==> run_1/placement.png <==
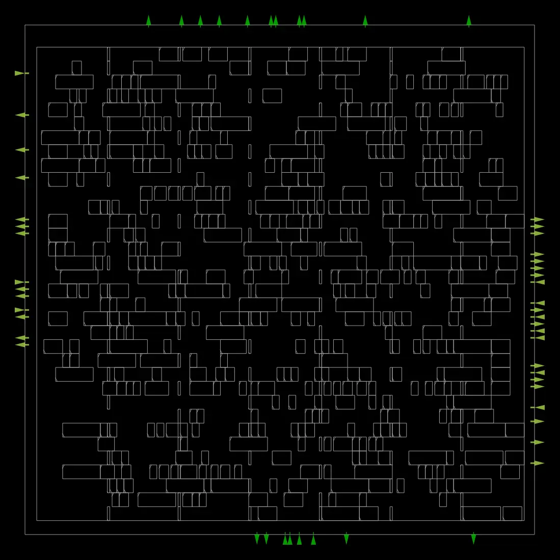
==> run_1/cell_density.png <==
Bar = 20 um. 10 x 10 tiles, from white (low) to dark blue (high), 0 to 100% covered.
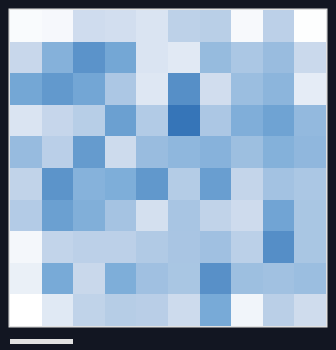
==> run_1/power_grid.png <==
Bar = 20 um. Pins as bars on the die edge. Tap cells in grey.
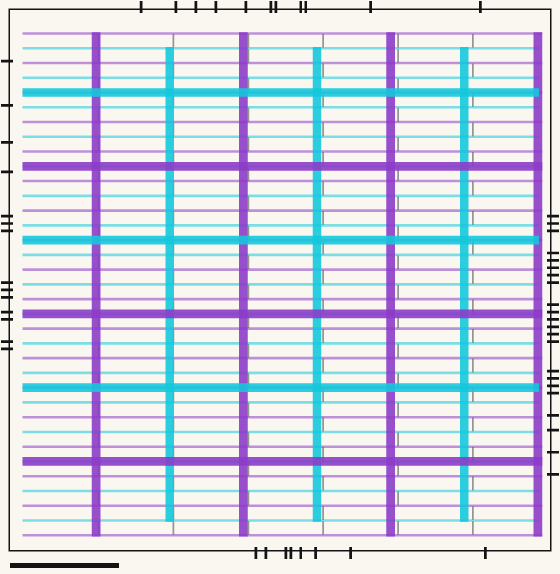
Design instr_sequencer_flat, sky130hd; sources not shown.
==> flow_summary_export.csv, run 1 <==
group,metric,value,unit
run_status,status,"finished, final reports clean",
layout,seq_share,29.6,%
logic_synthesis,simple_gate_share,32.7,%
job,warning_count,27,
global_routing,grt-busiest-layer,"met2",
layout,buffers,55,
drt,ant_nets,0,
global_routing,antenna_found_initial,0,
logic_synthesis,xor_share,3.72,%
layout,drive_gt1_share,4.77,%
logic_synthesis,syn_inst,401,
worst_setup_path,cp_top_family,"simple AND/OR/NAND/NOR gates",
drt,drc_errors,0,
worst_setup_path,ff2ff_path_depth,11,
worst_setup_path,crit_chain,"dlygate4sd3_1 -> inv_1 -> nor4_1 -> nand2_1 -> nand2_1 -> nand2_1 -> clkinvlp_2 -> nand3_1 -> nor2_4 -> nand3_1 -> nand2_1 -> nor2_1",
cts,path_clk_slew,100,ps
final_timing,hold_ws,462,ps
layout,logic_area,1480,sq um
logic_synthesis,ys_async_sr_fraction,0,%
final_timing,fmax,324,MHz
final_timing,final-hold-violation-count,0,
drt,wl_per_cell,13.0,um
worst_setup_path,critPathCaptureType,"flip-flop",
worst_setup_path,cp_common_cell,"nand2_1",
layout,largest_register_ffs,16,
worst_setup_path,cp_max_fo,14,
layout,flops,52,
final_timing,relSlewSlack,50.2,%
worst_setup_path,critical_path.startpoint_type,"primary input",
placement,numPortBuffers,54,
logic_synthesis,common_cells,"nand2_1 (79), inv_1 (58), dfxtp_1 (52)",
logic_synthesis,yosysChipArea,2830,sq um
cts,cts_tree,"done",
final_timing,setup_viol,0,
logic_synthesis,ys_ff,52,
logic_synthesis,area_leaders,"dfxtp_1 (37%), nand2_1 (10%), inv_1 (7.7%), nor2_1 (6.8%), a21oi_1 (5.8%)",
worst_setup_path,crit_slowest_cell,"dlygate4sd3_1",
logic_synthesis,yosysCellCount,401,
final_timing,setup_ws,817,ps
min_path,hold_path.class,"flip-flop to flip-flop",
cts,h-tree-depth,2,
worst_setup_path,timing.critical_path.slowest_cell_delay,550,ps
-- placement.png (at the start) --
Core Box Area: 8810 sq um
Tap Count: 108
Finished Layout Cells: 569
fin util: 40.0%
# rows: 34

-- cell_density.png (at the start) --
emptiest ninth of the die	south-west
nearly empty tiles	2.0%
fullest tile	72%
mean over tiles	34%
fp_density: 32.1%

-- power_grid.png (at the start) --
colour	net
purple	VSS
cyan	VDD
met1 rails	35
tap cells	108
die height: 99.5 um
Die Width: 99.5 um

==> run_1/flops_by_reg.png <==
Bar = 20 um.
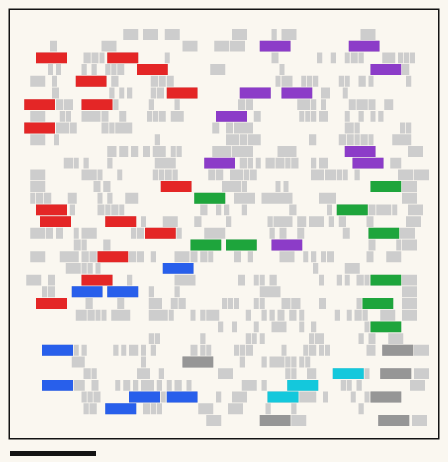

==> run 2: changes to the inputs <==
CORE_UTILIZATION = 28   (was 31)
clock period = 2.84 ns   (was 3.9 ns; I/O delays follow)
==> run_2/flops_by_reg.png <==
Bar = 20 um.
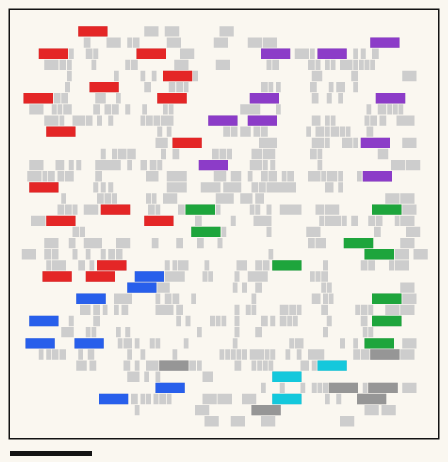
colour	netlist name	placed flops
cyan	u_core.state	3
green	u_core.ir	9
blue	u_core.tmo_cnt	8
purple	u_core.u_pc_unit.pc	10
red	u_core.instr_cnt	16
fin util: 36.9%
FF/Latch Area: 1040 sq um
Seq. pwr: 797 uW

==> flow_summary_export.csv, run 2 <==
group,metric,value,unit
run_status,status,"finished, final reports clean",
pwr,internal-power,1070,uW
logic_synthesis,common_cells,"nand2_1 (79), inv_1 (58), dfxtp_1 (52)",
drt,drc_errors,0,
cts,cts-buffers-inserted,5,
worst_setup_path,cp_max_fo,10,
final_timing,setup_ws,271,ps
floorplan,taps,133,
logic_synthesis,ys.flop_type,"dfxtp_1",
worst_setup_path,crit_slowest_cell,"dlygate4sd3_1",
worst_setup_path,timing.critical_path.slowest_cell_delay,560,ps
worst_setup_path,cp_top_family,"simple AND/OR/NAND/NOR gates",
logic_synthesis,edf_count,0,
final_timing,setup_viol,0,
global_routing,grt-busiest-layer,"met2",
worst_setup_path,path_depth,12,
layout,largest_class,"multi-input combinational cells",
pwr,p_clk_share,29.3,%
placement,placed_area,3570,sq um
logic_synthesis,syn_inst,401,
pwr,power,1540,uW
logic_synthesis,synth.distinct_cells,36,
logic_synthesis,ys_ff,52,
layout,buffers,62,
worst_setup_path,critical_path.startpoint_type,"primary input",
final_timing,drv_slew,0,
job,warning_count,27,
drt,wl_per_cell,12.2,um
cts,cts_max_path_buffers,2,
cts,h-tree-depth,2,
final_timing,fin_skew,10.6,ps
logic_synthesis,yosysChipArea,2830,sq um
global_routing,met1_usage,18.7,%
drt,wl,7.32,mm
final_timing,final-hold-violation-count,0,
drt,drt-met1-wl,3.51,mm
placement,dpl.cell_count,593,
layout,comb_share,41.2,%
global_routing,track_usage,14.2,%
global_routing,met2_usage,23.6,%
logic_synthesis,yosysCellCount,401,
logic_synthesis,yosys.stat.seqShare,36.8,%
logic_synthesis,synth_area_per_cell,7.05,sq um
worst_setup_path,critPathCaptureType,"flip-flop",
cts,postCtsSetupBuffers,0,
pwr,power_leakage,0.00151,uW
worst_setup_path,crit_type,"primary input to flip-flop",
layout,stdcell_count,601,
layout,final-nonclk-buf-share,16.4,%
final_timing,relSlewSlack,62.8,%
cts,path_clk_slew,100,ps
logic_synthesis,top_area_cell,"dfxtp_1",
worst_setup_path,cp_common_cell,"nand2_1",
logic_synthesis,xor_share,3.72,%
layout,seq_share,28.9,%
logic_synthesis,area_leaders,"dfxtp_1 (37%), nand2_1 (10%), inv_1 (7.7%), nor2_1 (6.8%), a21oi_1 (5.8%)",
final_timing,fmax,389,MHz
logic_synthesis,simple_gate_share,32.7,%
layout,largest_register_ffs,16,
worst_setup_path,ff2ff_path_depth,17,
placement,numPortBuffers,54,
logic_synthesis,ys_async_sr_fraction,0,%
final_timing,hold_ws,457,ps
final_timing,worst_slew_pin_slew,557,ps
cts,cts_tree,"done",
drt,vias,2667,
min_path,hold_path.class,"flip-flop to flip-flop",
layout,flops,52,
layout,drive_gt1_share,6.20,%
final_timing,period_needed,2570,ps
global_routing,antenna_found_initial,0,
worst_setup_path,critPathRequiredTime,3060,ps
floorplan,num_rows,36,
layout,clk_share,2.60,%
layout,logic_area,1490,sq um
layout,diodes,0,
drt,ant_nets,0,
floorplan,initial_core_util,28.9,%
pwr,cellPowerDensity,428,nW/um^2
worst_setup_path,crit_buf_inv,3,
worst_setup_path,crit_chain,"dlygate4sd3_1 -> inv_1 -> nor4_1 -> nand2_1 -> nand2_1 -> nand2_1 -> clkinvlp_2 -> nand3_4 -> nor2_1 -> nand3_1 -> nand2_1 -> nor2_1",
min_path,hold_depth,2,
==> run_2/power_grid.png <==
Bar = 20 um. Pins as bars on the die edge. Tap cells in grey.
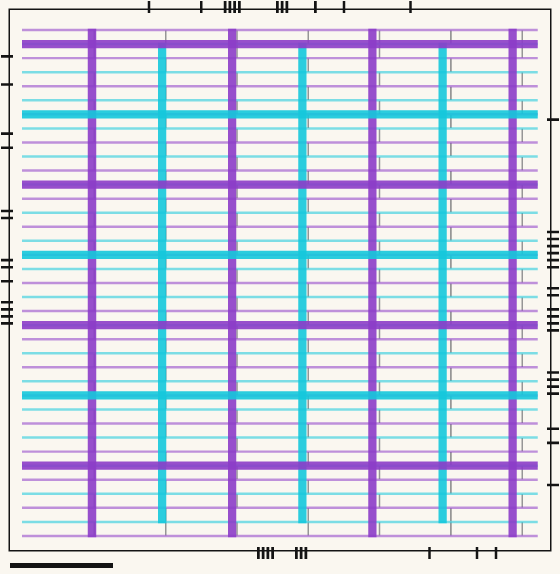
colour	net
cyan	VDD
purple	VSS
rows	36
met4 straps	7
tap cells	133
met5 straps	7
signal pins	55
Die Width: 105 um
Core Box Area: 9770 sq um
VDD IR max: 0.219 mV
die height: 105 um

Power and IR drop assume default switching activity.
